### config.mk
export PLATFORM = sky130hd
export DESIGN_NAME = clock_mode_ctrl
export DESIGN_NICKNAME = d
export VERILOG_FILES = /design/src/rtl/clock_pkg.sv /design/src/rtl/wrap_inc.sv /design/src/rtl/clock_mode_ctrl.sv
export SDC_FILE = /design/constraint.sdc
export NUM_CORES = 1
export LEC_CHECK = 0
export CORE_MARGIN = 3
export CORE_UTILIZATION = 48
export DETAILED_ROUTE_END_ITERATION = 6
export PLACE_DENSITY = 0.81
export REMOVE_ABC_BUFFERS = 1
export SKIP_LAST_GASP = 1
export SLEW_MARGIN = 10
export SYNTH_ARGS = -nofsm -noshare
export SYNTH_HDL_FRONTEND = slang
export SYNTH_SLANG_ARGS = --single-unit
### constraint.sdc
create_clock -name clk -period 1.82 [get_ports clk]
set_input_delay 0.364 -clock clk [delete_from_list [all_inputs] [get_ports clk]]
set_output_delay 0.364 -clock clk [all_outputs]
set_load 0.01 [all_outputs]
### src/rtl/clock_pkg.sv
// Shared definitions for the alarm-clock mode controller:
//   state_e     - controller states; the encoding is what the display sees on `mode`
//   HOURS_MAX   - last legal hour value (wraps to 0 after it)
//   MINUTES_MAX - last legal minute value (wraps to 0 after it)
//   HOUR_W      - bit width of an hours field
//   MIN_W       - bit width of a minutes field
package clock_pkg;

    typedef enum logic [2:0] {
        RUN     = 3'd0,
        SET_HR  = 3'd1,
        SET_MIN = 3'd2,
        LOAD    = 3'd3,
        AL_HR   = 3'd4,
        AL_MIN  = 3'd5
    } state_e;

    localparam int HOURS_MAX   = 23;
    localparam int MINUTES_MAX = 59;
    localparam int HOUR_W      = 5;
    localparam int MIN_W       = 6;

endpackage

### src/rtl/wrap_inc.sv
// Modulo incrementer: next_o = value_i + 1, wrapping to 0 once value_i
// reaches MAX (out-of-range values also wrap to 0).
//   value_i : current value, W bits
//   next_o  : incremented value, W bits
module wrap_inc #(
    parameter int W   = 5,
    parameter int MAX = 23
) (
    input  logic [W-1:0] value_i,
    output logic [W-1:0] next_o
);

    always_comb begin
        if (value_i >= W'(MAX)) begin
            next_o = '0;
        end else begin
            next_o = value_i + W'(1);
        end
    end

endmodule

### src/rtl/clock_mode_ctrl.sv
// Button-driven mode controller for an alarm clock. Lets the user set the
// running time (loaded into the timekeeper with a one-cycle strobe) and the
// alarm time, arms/disarms the alarm, and drives the alarm ringer.
//   clk, rst                   : clock, asynchronous active-high reset
//   btn_mode, btn_set, btn_inc : debounced one-cycle button pulses
//   cur_hours, cur_minutes     : running time from the timekeeper
//   set_time_flag              : timekeeper load strobe
//   set_hours, set_minutes     : load value (always the edit registers)
//   alarm_hours, alarm_minutes : committed alarm time
//   alarm_en, alarm_ring       : alarm armed / alarm sounding
//   mode                       : current state, for the display
module clock_mode_ctrl
    import clock_pkg::*;
#(
    parameter int TIMEOUT  = 30,
    parameter int RING_LEN = 60
) (
    input  logic              clk,
    input  logic              rst,
    input  logic              btn_mode,
    input  logic              btn_set,
    input  logic              btn_inc,
    input  logic [HOUR_W-1:0] cur_hours,
    input  logic [MIN_W-1:0]  cur_minutes,
    output logic              set_time_flag,
    output logic [HOUR_W-1:0] set_hours,
    output logic [MIN_W-1:0]  set_minutes,
    output logic [HOUR_W-1:0] alarm_hours,
    output logic [MIN_W-1:0]  alarm_minutes,
    output logic              alarm_en,
    output logic              alarm_ring,
    output logic [2:0]        mode
);

    localparam int IDLE_W = $clog2(TIMEOUT + 1);
    localparam int RING_W = $clog2(RING_LEN + 1);

    state_e            state_q, state_d;
    logic [HOUR_W-1:0] edit_h_q, edit_h_d, alarm_h_q, alarm_h_d, edit_h_inc;
    logic [MIN_W-1:0]  edit_m_q, edit_m_d, alarm_m_q, alarm_m_d, edit_m_inc;
    logic              alarm_en_q, alarm_en_d;
    logic              ring_q, ring_d;
    logic              match_q, match_d;
    logic              flag_q;
    logic [IDLE_W-1:0] idle_q, idle_d;
    logic [RING_W-1:0] ring_cnt_q, ring_cnt_d;
    logic              any_btn, take_mode, take_set, take_inc, in_edit, rise;

    wrap_inc #(.W(HOUR_W), .MAX(HOURS_MAX)) u_inc_h (
        .value_i (edit_h_q),
        .next_o  (edit_h_inc)
    );

    wrap_inc #(.W(MIN_W), .MAX(MINUTES_MAX)) u_inc_m (
        .value_i (edit_m_q),
        .next_o  (edit_m_inc)
    );

    always_comb begin
        any_btn   = btn_mode | btn_set | btn_inc;
        // While ringing, every pulse is swallowed by the silence action.
        take_mode = !ring_q && btn_mode;
        take_set  = !ring_q && !btn_mode && btn_set;
        take_inc  = !ring_q && !btn_mode && !btn_set && btn_inc;
        in_edit   = (state_q == SET_HR) || (state_q == SET_MIN) ||
                    (state_q == AL_HR)  || (state_q == AL_MIN);
        match_d   = alarm_en_q && (cur_hours == alarm_h_q) && (cur_minutes == alarm_m_q);
        rise      = match_d && !match_q;

        state_d    = state_q;
        edit_h_d   = edit_h_q;
        edit_m_d   = edit_m_q;
        alarm_h_d  = alarm_h_q;
        alarm_m_d  = alarm_m_q;
        alarm_en_d = alarm_en_q;
        idle_d     = '0;

        case (state_q)
            RUN: begin
                if (take_mode) begin
                    state_d  = SET_HR;
                    edit_h_d = cur_hours;
                    edit_m_d = cur_minutes;
                end else if (take_set) begin
                    state_d  = AL_HR;
                    edit_h_d = alarm_h_q;
                    edit_m_d = alarm_m_q;
                end else if (take_inc) begin
                    alarm_en_d = !alarm_en_q;
                end
            end
            SET_HR, AL_HR: begin
                if (take_mode) begin
                    state_d = (state_q == SET_HR) ? SET_MIN : AL_MIN;
                end else if (take_inc) begin
                    edit_h_d = edit_h_inc;
                end
            end
            SET_MIN: begin
                if (take_mode) begin
                    state_d = LOAD;
                end else if (take_inc) begin
                    edit_m_d = edit_m_inc;
                end
            end
            AL_MIN: begin
                if (take_mode) begin
                    state_d    = RUN;
                    alarm_h_d  = edit_h_q;
                    alarm_m_d  = edit_m_q;
                    alarm_en_d = 1'b1;
                end else if (take_inc) begin
                    edit_m_d = edit_m_inc;
                end
            end
            LOAD:    state_d = RUN;
            default: state_d = RUN;
        endcase

        // btn_set is ignored in edit states, so it does not count as activity.
        if (in_edit && !take_mode && !take_inc) begin
            if (idle_q == IDLE_W'(TIMEOUT - 1)) begin
                state_d = RUN;
            end else begin
                idle_d = idle_q + IDLE_W'(1);
            end
        end

        ring_d     = ring_q;
        ring_cnt_d = ring_cnt_q;
        if (ring_q) begin
            if (any_btn || (ring_cnt_q == RING_W'(RING_LEN - 1))) begin
                ring_d = 1'b0;
            end else begin
                ring_cnt_d = ring_cnt_q + RING_W'(1);
            end
        end
        // A fresh match edge (re)starts the ring period.
        if (rise) begin
            ring_d     = 1'b1;
            ring_cnt_d = '0;
        end
        if (!alarm_en_d) begin
            ring_d = 1'b0;
        end
    end

    always_ff @(posedge clk or posedge rst) begin
        if (rst) begin
            state_q    <= RUN;
            edit_h_q   <= '0;
            edit_m_q   <= '0;
            alarm_h_q  <= '0;
            alarm_m_q  <= '0;
            alarm_en_q <= 1'b0;
            ring_q     <= 1'b0;
            ring_cnt_q <= '0;
            idle_q     <= '0;
            match_q    <= 1'b0;
            flag_q     <= 1'b0;
        end else begin
            state_q    <= state_d;
            edit_h_q   <= edit_h_d;
            edit_m_q   <= edit_m_d;
            alarm_h_q  <= alarm_h_d;
            alarm_m_q  <= alarm_m_d;
            alarm_en_q <= alarm_en_d;
            ring_q     <= ring_d;
            ring_cnt_q <= ring_cnt_d;
            idle_q     <= idle_d;
            match_q    <= match_d;
            // Registered copy of "state is LOAD" so the strobe comes from a flop.
            flag_q     <= (state_d == LOAD);
        end
    end

    assign set_time_flag = flag_q;
    assign set_hours     = edit_h_q;
    assign set_minutes   = edit_m_q;
    assign alarm_hours   = alarm_h_q;
    assign alarm_minutes = alarm_m_q;
    assign alarm_en      = alarm_en_q;
    assign alarm_ring    = ring_q;
    assign mode          = state_q;

endmodule

==> results_slide.txt <==
Synthesis and Place & Route Summary

Run status
  – Status: complete, no violations

Yosys
  – Synth area leader: dfrtp_1
  – Adder Area Share: 0.0256
  – Yosys simple share: 0.142
  – Unique cell types: between 50 and 60
  – Synth Register Bits: approximately 40
  – Number of cells produced by synthesis: approximately 240
  – Dominant register cell: dfrtp_1
  – XORs/XNORs by Area: 0.0754
  – Ys Warns: 0
  – Post-Synth AOI/OAI Area: 0.173
  – Top cells by area: dfrtp_1 (41%), mux2_2 (8.8%), xnor2_1 (5.4%), mux2i_1 (4.5%), nor2_1 (2.9%)
  – Mux cell area share: 0.133
  – Yosys chip area: 0.00244 mm2
  – Sequential share of the synthesized area: 0.410

Final timing
  – Tcrit/Tclk final: 0.978
  – Final Hold Fails: 0
  – Slew Viols, Final: 0

Die
  – Die Wd: between 70 and 80 um
  – Die ar.: approximately 0.006 mm2

Drt
  – 1st-iter DRT viols: 181
  – DRC viols: 0
  – DR vias/cell: between 5 and 6

Cells and area
  – Fill count: around 400
  – Share of layout cells above drive strength 1: 0.230
  – Logic area: 0.00137 mm2
  – Design area: roughly 0.0033 mm2
  – Nets: between 300 and 400

Worst setup path
  – R2r worst-path depth: 6
  – R2R Path End: ring_cnt_q[2]
  – Kind of start point of the critical path: flip-flop
  – CP arrival: roughly 1.4 ns
  – Reg-to-reg startpoint: alarm_hours[0]

Clock tree
  – TritonCTS Buffers: 5
  – Cts repair resizes: 8
  – # clock sinks: roughly 40
  – H-tree depth: 2
  – Post-CTS Setup Repair Bufs: 0

GRT
  – Global-route wire length before repair: ~11000 um
  – GRT met1 Usage: 0.291

Placement
  – Dpl hpwl: 4660 um
  – Setup WS pre-CTS: -0.384 ns

Pwr
  – PD cells: between 1500 and 2000 mW/mm2

Hold path
  – Hold crit path type: input pin to asynchronous set/reset pin
-- synthesized netlist by cell type (3+ instances only) --
master / number
a21oi_1: 7
a21o_1: 4
xnor2_1: 15
buf_2: 6
xor2_1: 6
inv_1: 10
clkbuf_1: 5
o22ai_1: 4
o21a_1: 3
ha_1: 5
a221oi_1: 4
mux2_2: 19
o2bb2ai_1: 4
nand3_1: 6
nor2_1: 19
mux2i_1: 11
a211o_1: 3
nand4_1: 8
dfrtp_1: 40
o21ai_0: 5
-- metal layers --
layer / part of all wire / wire, um
met1: 0.43 / 2770
met5: 0 / 0
met3: 0.045 / 292
met2: 0.50 / 3250
met4: 0.019 / 121
-- metrics by stage --
step / power [mW] / instances / setup TNS [ns]
floorplan: 3.04 / 222 / -1.30
global placement: 4.29 / 364 / -9.68
global route: 5.38 / 372 / -0.0320
CTS: 4.97 / 372 / -0.00413
detailed placement: 4.36 / 364 / -10.49
finish: 5.06 / 372 / 0
-- cell type report --
type                    count  share of cell area
multi-input cells         172               0.418
flip-flops and latches     40               0.305
repair buffers             75               0.213
well taps                  67              0.0255
clock buffers               5              0.0210
inverters                  10              0.0114
clock inverters             3             0.00572
-- registers in the layout (all words and copies together) (netlist names) --
signal,flops
alarm_en,1
alarm_hours,5
alarm_minutes,6
alarm_ring,1
idle_q,5
match_q,1
mode,3
ring_cnt_q,6
set_hours,5
set_minutes,6
set_time_flag,1
-- critical path: stages (launching register included) --
cell	delay, ns
dfrtp_1	0.41
buf_6	0.17
clkdlybuf4s50_1	0.55
-- power by group --
group | total [mW] | internal, mW | switching, mW
sequential | 1.57 | 1.19 | 0.386
clock | 0.580 | 0.267 | 0.313
combinational | 2.91 | 1.58 | 1.33
total | 5.06 | 3.03 | 2.03
**Placement density heat map**

(4 px per um) The die is cut into 8 by 8 equal tiles; dark blue is low, red is high, 0 to 100% covered.
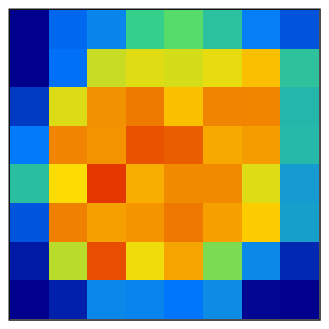
- densest ninth of the die: center
- mean over tiles: 54%
- nearly empty tiles: 7.8%
- fullest tile: 94%
- tiles over 75% full: 38%
Core Box Area: 0.00482 mm2
FP Core Util: 0.506

**Congestion heat map**

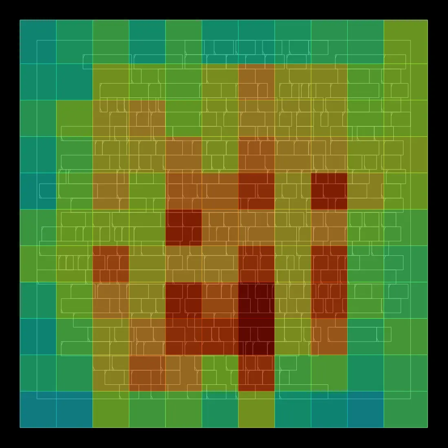
Total GRT Usage: 0.223
Final Core Density: 0.681
met2 Usage GRT: 0.373

**The metal 3 layer**

(6 px per um)
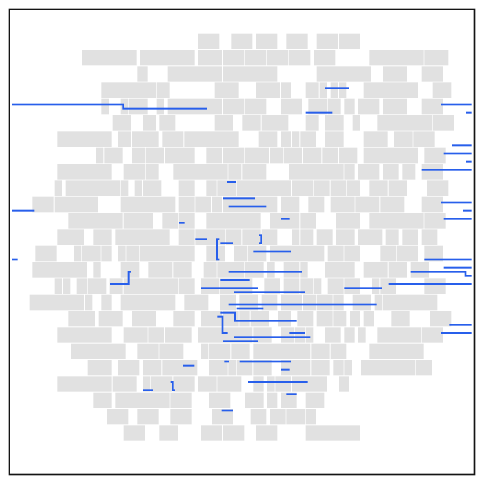
- longest straight run: 24.4 um
- wire length on this layer: 293 um
vias: 2200
drt total wl: 6430 um

**Nets reached from selected ports**

(4 px per um)
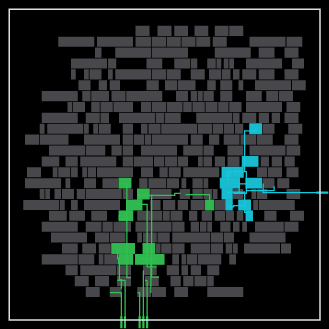
- green: cur_hours (bits 5; direction input; end cells 10; buffers 6; wire 164 um)
- cyan: btn_set (bits 1; direction input; end cells 10; buffers 2; wire 72.1 um)
Port Buf Inserts: 43
Boundary Pins: 44

No activity file was given, so power comes from the tool's default toggle rates.
